## src/rtl/if_id_fetch_queue_if.sv

```systemverilog
// Handshake bundle between fetch (in_*), the IF/ID queue and decode (out_*).
// slave: the queue's view; master: the surrounding fetch/decode logic.
interface if_id_fetch_queue_if #(
  parameter int WIDTH = 32
);
  logic             in_valid;
  logic             in_ready;
  logic [WIDTH-1:0] in_instr;
  logic [WIDTH-1:0] in_pc4;
  logic             out_valid;
  logic             out_ready;
  logic [WIDTH-1:0] out_instr;
  logic [WIDTH-1:0] out_pc4;
  logic             flush;

  modport slave (
    input  in_valid, in_instr, in_pc4, out_ready, flush,
    output in_ready, out_valid, out_instr, out_pc4
  );

  modport master (
    output in_valid, in_instr, in_pc4, out_ready, flush,
    input  in_ready, out_valid, out_instr, out_pc4
  );
endinterface

```

## src/rtl/if_id_fetch_queue.sv

```systemverilog
// IF/ID fetch queue: DEPTH-entry FIFO of (instruction, PC+4) pairs, flushable, NOP when empty.
// Optional macro IF_ID_FETCH_QUEUE_BYPASS_EN: empty-queue combinational pass-through to decode.
module if_id_fetch_queue #(
  parameter  int WIDTH = 32,
  parameter  int DEPTH = 4,
  localparam int CW    = $clog2(DEPTH + 1)
) (
  input  logic                  CLK,
  input  logic                  RST,
  if_id_fetch_queue_if.slave    bus,
  output logic [CW-1:0]         count
);
  localparam int            PW   = $clog2(DEPTH);
  localparam logic [CW-1:0] FULL = CW'(DEPTH);

  logic [WIDTH-1:0] instr_q [DEPTH];
  logic [WIDTH-1:0] instr_d [DEPTH];
  logic [WIDTH-1:0] pc4_q   [DEPTH];
  logic [WIDTH-1:0] pc4_d   [DEPTH];
  logic [PW-1:0]    wr_ptr_q, wr_ptr_d;
  logic [PW-1:0]    rd_ptr_q, rd_ptr_d;
  logic [CW-1:0]    count_q, count_d;

  logic             empty, full, bypass, push, pop;
  logic [WIDTH-1:0] head_instr, head_pc4;

  always_comb begin
    empty         = (count_q == '0);
    full          = (count_q == FULL);
    bus.in_ready  = ~full & ~bus.flush;
`ifdef IF_ID_FETCH_QUEUE_BYPASS_EN
    // An empty queue shows the incoming pair; it is only stored if decode stalls.
    bypass        = empty & bus.in_valid & bus.out_ready & ~bus.flush;
    bus.out_valid = (~empty | bus.in_valid) & ~bus.flush;
    head_instr    = empty ? bus.in_instr : instr_q[rd_ptr_q];
    head_pc4      = empty ? bus.in_pc4   : pc4_q[rd_ptr_q];
`else
    bypass        = 1'b0;
    bus.out_valid = ~empty & ~bus.flush;
    head_instr    = instr_q[rd_ptr_q];
    head_pc4      = pc4_q[rd_ptr_q];
`endif
    push          = bus.in_valid & bus.in_ready & ~bypass;
    pop           = bus.out_valid & bus.out_ready & ~empty;
    bus.out_instr = bus.out_valid ? head_instr : '0;
    bus.out_pc4   = bus.out_valid ? head_pc4   : '0;
    count         = count_q;
  end

  always_comb begin
    instr_d  = instr_q;
    pc4_d    = pc4_q;
    wr_ptr_d = wr_ptr_q;
    rd_ptr_d = rd_ptr_q;
    count_d  = count_q;
    if (bus.flush) begin
      wr_ptr_d = '0;
      rd_ptr_d = '0;
      count_d  = '0;
    end else begin
      if (push) begin
        instr_d[wr_ptr_q] = bus.in_instr;
        pc4_d[wr_ptr_q]   = bus.in_pc4;
        wr_ptr_d          = wr_ptr_q + 1'b1;
      end
      if (pop) begin
        rd_ptr_d = rd_ptr_q + 1'b1;
      end
      case ({push, pop})
        2'b10:   count_d = count_q + 1'b1;
        2'b01:   count_d = count_q - 1'b1;
        default: count_d = count_q;
      endcase
    end
  end

  always_ff @(posedge CLK or posedge RST) begin
    if (RST) begin
      for (int unsigned i = 0; i < DEPTH; i++) begin
        instr_q[i] <= '0;
        pc4_q[i]   <= '0;
      end
      wr_ptr_q <= '0;
      rd_ptr_q <= '0;
      count_q  <= '0;
    end else begin
      instr_q  <= instr_d;
      pc4_q    <= pc4_d;
      wr_ptr_q <= wr_ptr_d;
      rd_ptr_q <= rd_ptr_d;
      count_q  <= count_d;
    end
  end
endmodule

```

## src/flat_wrapper.sv

```systemverilog
// flat-port wrapper written by rule: the top's interface ports become plain ports
module if_id_fetch_queue_flat 
#(
  parameter  int WIDTH = 32,
  parameter  int DEPTH = 4,
  localparam int CW    = $clog2(DEPTH + 1)
)
  (CLK, RST, count, bus_in_valid, bus_in_instr, bus_in_pc4, bus_out_ready, bus_flush, bus_in_ready, bus_out_valid, bus_out_instr, bus_out_pc4);
  if_id_fetch_queue_if #(.WIDTH(WIDTH)) bus_i ();
  input  logic CLK;
  input  logic RST;
  output logic [CW-1:0] count;
  input wire logic [$bits(bus_i.in_valid)-1:0] bus_in_valid;
  input wire logic [$bits(bus_i.in_instr)-1:0] bus_in_instr;
  input wire logic [$bits(bus_i.in_pc4)-1:0] bus_in_pc4;
  input wire logic [$bits(bus_i.out_ready)-1:0] bus_out_ready;
  input wire logic [$bits(bus_i.flush)-1:0] bus_flush;
  output wire logic [$bits(bus_i.in_ready)-1:0] bus_in_ready;
  output wire logic [$bits(bus_i.out_valid)-1:0] bus_out_valid;
  output wire logic [$bits(bus_i.out_instr)-1:0] bus_out_instr;
  output wire logic [$bits(bus_i.out_pc4)-1:0] bus_out_pc4;
  assign bus_i.in_valid = bus_in_valid;
  assign bus_i.in_instr = bus_in_instr;
  assign bus_i.in_pc4 = bus_in_pc4;
  assign bus_i.out_ready = bus_out_ready;
  assign bus_i.flush = bus_flush;
  assign bus_in_ready = bus_i.in_ready;
  assign bus_out_valid = bus_i.out_valid;
  assign bus_out_instr = bus_i.out_instr;
  assign bus_out_pc4 = bus_i.out_pc4;
  if_id_fetch_queue #(.WIDTH(WIDTH), .DEPTH(DEPTH)) u_core (.CLK(CLK), .RST(RST), .bus(bus_i), .count(count));
endmodule
```

## config.mk

```make
export PLATFORM = sky130hd
export DESIGN_NAME = if_id_fetch_queue_flat
export DESIGN_NICKNAME = d
export VERILOG_FILES = /design/src/rtl/if_id_fetch_queue_if.sv /design/src/rtl/if_id_fetch_queue.sv /design/src/flat_wrapper.sv
export SDC_FILE = /design/constraint.sdc
export NUM_CORES = 1
export LEC_CHECK = 0
export ABC_AREA = 1
export CORE_MARGIN = 2
export CORE_UTILIZATION = 49
export DETAILED_ROUTE_END_ITERATION = 12
export PLACE_DENSITY = 0.78
export SLEW_MARGIN = 20
export SYNTH_ARGS = -nofsm -noshare
export SYNTH_HDL_FRONTEND = slang
export SYNTH_SLANG_ARGS = --single-unit
```

## constraint.sdc

```tcl
create_clock -name CLK -period 16.1 [get_ports CLK]
set_input_delay 3.22 -clock CLK [delete_from_list [all_inputs] [get_ports CLK]]
set_output_delay 3.22 -clock CLK [all_outputs]
set_load 0.01 [all_outputs]
```

**Run 1: supply network**

Scale bar: 50 microns. Pins as bars on the die edge.
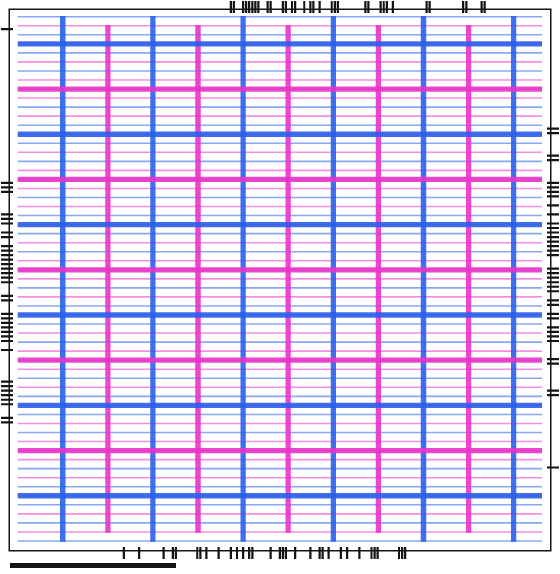
Key: magenta = VDD; blue = VSS
138 signal pins sit on the boundary. 11 straps on met4. The core has 58 rows. 59 met1 rails follow the rows.
Max VDD drop: 0.0000765 V
die width: 163 microns
Std-Cell Core Area: 24900 sq um
chip height: 163 microns

**Run 1: placed cells, one colour a class**

Scale bar: 50 microns.
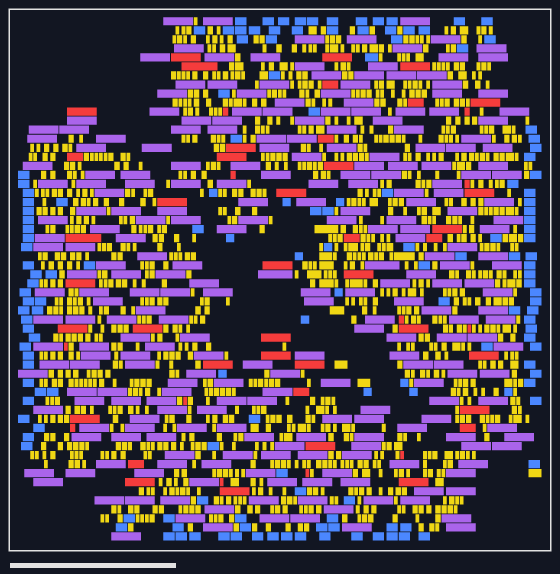
Key: blue = remaining buffers and delay cells [cells 151, share of their area 10%]; red = clock drivers and dummy loads [cells 52, share of their area 6.8%]; yellow = remaining logic cells [cells 1152, share of their area 37%]; purple = sequential cells [cells 263, share of their area 46%]
Post-Layout Inst Area: 14700 sq um
row cnt: 58
fraction of area in registers: 0.449
final core occ: 0.589

==> qor.txt, run 1 <==
FF-to-FF setup slack: 12.30 ns
Synth warnings: 0
Starting DRT DRC Count: 942
All-layer global routing usage: 0.247
CP startpoint: bus_flush
Top area contributor share: 0.535
PnR worst setup slack: 7.36 ns
CTS resizes: 0
Post-synthesis net count: 1605
Tot Pwr: 2.09 mW
Dpl cell area: 13700 sq um
Vias per cell: 5.48
Int Pwr: 1.46 mW
WL/cell: 16.5 microns
P_sw: 0.635 mW
Worst-path clk slew: 0.06 ns
Total congestion overflow: 0
Pwr per Cell Area: 143 nW/um^2
CP Data Required Time: 12.88 ns
Post-Route WL: 32200 microns
Final worst path period need: 8.74 ns
Io pins: 138
Clock root cell: clkbuf_16
Clock share of power: 0.316
Fin crit share: 0.543
Critical path arrival: 5.52 ns
Vias: 10700
Seq/Total Area, Yosys: 0.535
Reg power frac: 0.469
Layout area overhead: 19.1%
Outcome: complete, no violations
Logic pwr share: 0.214
Worst R2R Start: u_core.count[0]$_DFFE_PP0P_
Number of fillers in the final layout: 2209
Reg2reg end: u_core.instr_q[72]$_DFFE_PP0P_
**Run 1: clock distribution**

Scale bar: 50 microns.
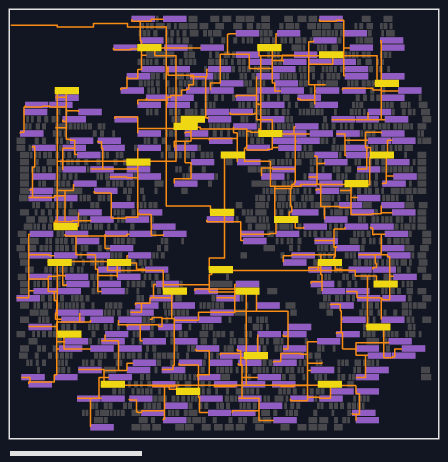
Key: purple = flip-flops [count 263]; orange = clock wires [length 3220 microns]; yellow = clock-net drivers [count 28]
Position of the flops: widely spread. There are 29 routed clock nets.
skew final: 0.0200 ns
Latency at later pin: 0.54 ns
Clock Power: 0.663 mW

## run 1: cells in the mapped netlist, drive strengths merged
master    n
clkbuf   52
o21ai   349
xor2      1
nand3     6
nand2   443
o211ai   39
clkinv    1
dfrtp   263
ha        4
nor2      6
inv     147
buf      64
fa        1
a21oi   155
## run 1: cell type report
class	count	area, sq um	area share
clock inverter	8	90.1	0.00614
clock buffer	44	872	0.0595
inverter	148	563	0.0384
timing repair buffer	151	1480	0.101
multi-input combinational	1004	4650	0.317
sequential	263	6590	0.449
tap	330	413	0.0282
## run 1: power groups by stage
stage / sequential [mW] / clock, mW / combinational, mW
floorplan: 0.965 / 0 / 0.311
global placement: 0.980 / 0 / 0.427
detailed placement: 0.991 / 0 / 0.444
CTS: 0.981 / 0.671 / 0.450
global route: 1.01 / 0.698 / 0.521
finish: 0.982 / 0.663 / 0.449
## run 1: state kept, by name, summed over array words and instances, names as in the netlist
| register | count |
|---|---|
| u_core.count | 3 |
| u_core.instr_q | 128 |
| u_core.pc4_q | 128 |
| u_core.rd_ptr_q | 2 |
| u_core.wr_ptr_q | 2 |
## run 1: cells by family after synthesis
group | share of synthesized area
AOI/OAI and AO/OA | 0.229
xor gates and xnor gates | 0.000712
adders and majority gates | 0.00569
buffers and inverters | 0.0879
DFF | 0.535
and+or+nand+nor | 0.142
## run 1: metal layers
metal,share of wire,global-route usage,vias to the layer above
met2,0.46,0.396,377
met3,0.066,0.0369,54
li1,-,-,5097
met1,0.45,0.352,5142
met5,0.00040,0,-
met4,0.023,0.0704,2
## run 1: critical path, cell delays in order
cell and delay [ns]:
clkdlybuf4s50_1 0.54, inv_2 0.10, nand2_2 0.54, buf_4 0.50, a21oi_1 0.11, clkdlybuf4s50_1 0.50
## Run 2: what changed since run 1
--- a/config.mk
+++ b/config.mk
@@ -9,7 +9,7 @@
 export CORE_MARGIN = 2
 export CORE_UTILIZATION = 49
 export DETAILED_ROUTE_END_ITERATION = 12
-export PLACE_DENSITY = 0.78
+export PLACE_DENSITY = 0.81
 export SLEW_MARGIN = 20
 export SYNTH_ARGS = -nofsm -noshare
 export SYNTH_HDL_FRONTEND = slang
==> constraint.sdc (replaced) <==
create_clock -name CLK -period 7.4 [get_ports CLK]
set_input_delay 1.48 -clock CLK [delete_from_list [all_inputs] [get_ports CLK]]
set_output_delay 1.48 -clock CLK [all_outputs]
set_load 0.01 [all_outputs]
==> run 2 against run 1 <==
Via count about the same. Hold slack improved by 0.0025 ns. Sequential share of layout area decreased by 0.12 points. Sequential cell count unchanged. Register-to-register slack got worse by 8.2 ns. Routed wire length decreased by 0.58%. Global-route usage decreased by 0.55 points. Synthesized cell count unchanged. Final cell count unchanged.
==> qor.txt, run 2 <==
Worst-path clk slew: 0.06 ns
Layout area overhead: 19.4%
Seq/Total Area, Yosys: 0.535
Number of fillers in the final layout: 2170
Die width: 163 microns
Pwr per Cell Area: 310 nW/um^2
Chip height: 163 microns
Worst R2R Start: u_core.count[0]$_DFFE_PP0P_
Post-Layout Inst Area: 14700 sq um
Clock root cell: clkbuf_16
CP Data Required Time: 5.92 ns
Post-synthesis net count: 1605
Outcome: complete, no violations
Crit path largest cell delay: 1.09 ns
Top area contributor share: 0.535
Io pins: 138
Total congestion overflow: 0
Reg2reg end: u_core.instr_q[115]$_DFFE_PP0P_
Std-Cell Core Area: 24900 sq um
Critical path arrival: 3.87 ns
FF-to-FF setup slack: 4.13 ns
## run 2: cell count changes in the layout (fill, tap and decap cells not counted), sizes merged
cell / before / now
clkinv: 7 / 4
buf: 14 / 17
clkinvlp: 0 / 1
clkbuf: 44 / 43
## run 2: power by group
group / internal (mW) / total (mW) / switching [mW]
combinational: 0.353 / 0.964 / 0.611
clock: 0.872 / 1.44 / 0.569
sequential: 1.95 / 2.15 / 0.199
total: 3.17 / 4.55 / 1.38
## run 2: per-stage QoR
stage | setup WS, ns | instances | hold slack (ns) | util
after floorplan | 2.45 | 1531 | 0.459 | -
after global placement | 2.61 | 1898 | 0.473 | 0.551
after detailed placement | 2.51 | 1898 | 0.481 | 0.551
after CTS | 2.12 | 1947 | 0.494 | 0.590
after global routing | 1.87 | 1948 | 0.518 | 0.591
final | 2.05 | 1948 | 0.491 | 0.591
## run 2: final cells by class
type                    instances  area (sq um)  share of cell area
repair buffers                154          1530               0.104
flip-flops and latches        263          6590               0.448
inverters                     148           559              0.0380
clock buffers                  43           868              0.0591
well taps                     330           413              0.0281
clock inverters                 6          86.3             0.00587
multi-input cells            1004          4650               0.317
## run 2: critical path, delay by kind of cell, from the launching register on
kind,cells,cell delay [ns]
buf+inv,2,1.51
flops,1,1.09
compound gates,2,0.66
## run 2: cells by family after synthesis
family	after synthesis	share of synthesized area
buf+inv	264	0.0879
flops	263	0.535
xor+xnor	1	0.000712
simple gates	455	0.142
compound gates	543	0.229
fa+ha+maj	5	0.00569
## run 2: per-layer routing
layer,vias up,track usage,part of all wire
met1,5069,0.336,0.43
met4,0,0.0821,0.027
met2,427,0.391,0.47
met5,-,0,0
li1,5114,-,-
met3,59,0.0349,0.071
**Run 2: signal wires by layer**

Only two layers are drawn.
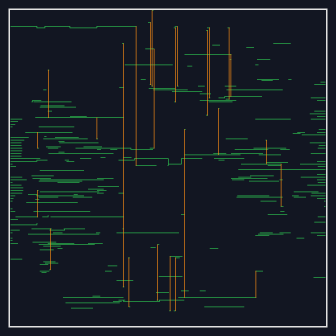
Key: orange = M4 [wire length 870 microns]; green = M3 [wire length 2270 microns]
all-layer global routing usage: 0.242
Post-Route WL: 32000 microns
WL/cell: 16.4 microns
vias: 10700

**Run 2: clock distribution**

Scale bar: 50 microns.
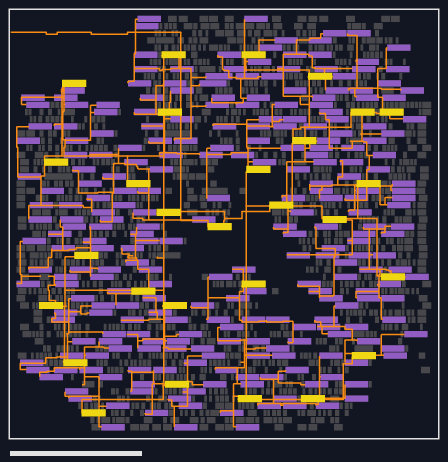
Key: orange = clock wires [length 3250 microns]; purple = flip-flops [count 263]; yellow = clock-net drivers [count 28]
Position of the flops: widely spread. There are 29 routed clock nets.
Clock Power: 1.44 mW
clock share of power: 0.317
skew final: 0.00901 ns

## Run 3: what changed since run 2
--- a/config.mk
+++ b/config.mk
@@ -9,7 +9,7 @@
 export CORE_MARGIN = 2
 export CORE_UTILIZATION = 49
 export DETAILED_ROUTE_END_ITERATION = 12
-export PLACE_DENSITY = 0.81
+export PLACE_DENSITY = 0.78
 export SLEW_MARGIN = 20
 export SYNTH_ARGS = -nofsm -noshare
 export SYNTH_HDL_FRONTEND = slang
==> constraint.sdc (replaced) <==
create_clock -name CLK -period 5 [get_ports CLK]
set_input_delay 1 -clock CLK [delete_from_list [all_inputs] [get_ports CLK]]
set_output_delay 1 -clock CLK [all_outputs]
set_load 0.01 [all_outputs]
==> run 3 against run 2 <==
Routed wire length down 0.53%. Synthesized cell count unchanged. Clock power up 41%. Total power up 45%. Die size unchanged. Largest power group unchanged. Critical path type unchanged. Critical path depth up 1. Sequential share of layout area up 0.088 points.
==> qor.txt, run 3 <==
Outcome: complete, no violations
Pwr per Cell Area: 451 nW/um^2
Reg2reg end: u_core.count[2]$_DFFE_PP0P_
Ys async rst share: 1.00
GR Layer Usage met3: 0.0336
Post-synth top flop: dfrtp_1
Clock root cell: clkbuf_16
Die width: 163 microns
Layout area overhead: 19.2%
Total congestion overflow: 0
Starting DRT DRC Count: 1065
Max VDD drop: 0.000249 V
Critical path arrival: 3.41 ns
Io pins: 138
Row cnt: 58
Std-Cell Core Area: 24900 sq um
Synth warnings: 0
Chip height: 163 microns
Most frequent cells after synthesis: 443 x nand2_1, 335 x o21ai_0, 263 x dfrtp_1
GR Util met2: 0.390
M1 GR Usage: 0.354
Hold Slack: 0.492 ns
Busiest layer in global routing: met2
Worst R2R Start: u_core.count[1]$_DFFE_PP0P_
[run 3: kinds of logic (layout without fill, tap and decap cells)]
| logic type | Yosys count | after routing | share of synthesized area |
|---|---|---|---|
| DFF | 263 | 263 | 0.535 |
| AOI/OAI and AO/OA | 543 | 543 | 0.229 |
| xor gates and xnor gates | 1 | 1 | 0.000712 |
| and+or+nand+nor | 455 | 455 | 0.142 |
| buffers and inverters | 264 | 355 | 0.0879 |
| adders and majority gates | 5 | 5 | 0.00569 |
[run 3: where the power goes]
part / switching [mW] / leakage (nW) / internal, mW
combinational: 0.911 / 2.91 / 0.529
clock: 0.860 / 0.454 / 1.17
sequential: 0.265 / 3.20 / 2.88
total: 2.04 / 6.57 / 4.58
[run 3: through the flow]
step,utilization,instance area (sq um),cells,worst slack [ns]
CTS,0.589,14700,1952,0.534
finish,0.589,14700,1952,0.592
global route,0.589,14700,1952,0.345
global placement,0.553,13800,1900,0.884
floorplan,-,12300,1531,0.530
detailed placement,0.553,13800,1900,0.737
[run 3: area by class of cell]
class | instances | area [sq um] | area share
tap | 330 | 413 | 0.0281
multi-input combinational | 1004 | 4650 | 0.317
inverter | 148 | 559 | 0.0381
timing repair buffer | 155 | 1560 | 0.106
clock inverter | 14 | 101 | 0.00691
clock buffer | 38 | 800 | 0.0545
sequential | 263 | 6590 | 0.449
[run 3: worst max-delay path, stage by stage (launching register included)]
cell	delay, ns
dfrtp_4	0.67
clkinv_1	0.85
a21oi_1	0.37
o21ai_0	0.16
a21oi_1	0.22
clkdlybuf4s50_1	0.58
[run 3: layer usage]
layer	vias to the layer above	part of all wire
li1	5110	-
met1	5062	0.44
met2	391	0.47
met3	36	0.074
met4	2	0.013
met5	-	0.00041
**Run 3: signal wires by layer**

Only two layers are drawn.
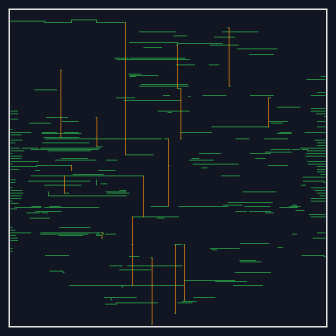
Key: orange = M4 [wire length 414 microns]; green = M3 [wire length 2350 microns]
WL/cell: 16.3 microns
vias: 10600
all-layer global routing usage: 0.242
Post-Route WL: 31800 microns

**Run 3: placed cells, one colour a class**

Scale bar: 50 microns.
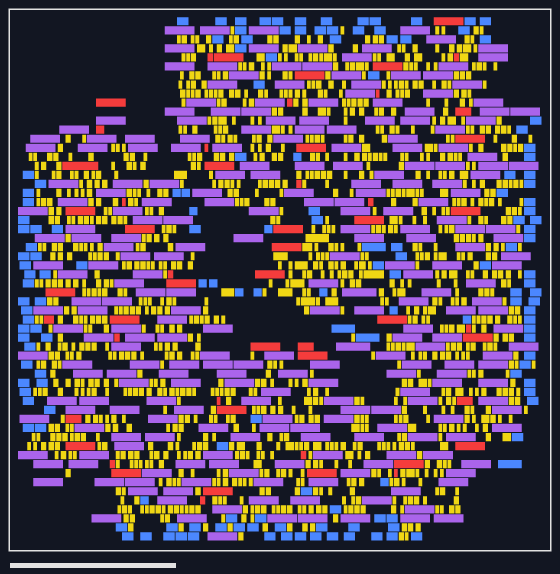
Key: purple = sequential cells [cells 263, share of their area 46%]; blue = remaining buffers and delay cells [cells 155, share of their area 11%]; red = clock drivers and dummy loads [cells 52, share of their area 6.3%]; yellow = remaining logic cells [cells 1152, share of their area 37%]
fraction of area in registers: 0.449
final core occ: 0.589

Power figures rest on the tool's default switching activity, not on a simulated workload.
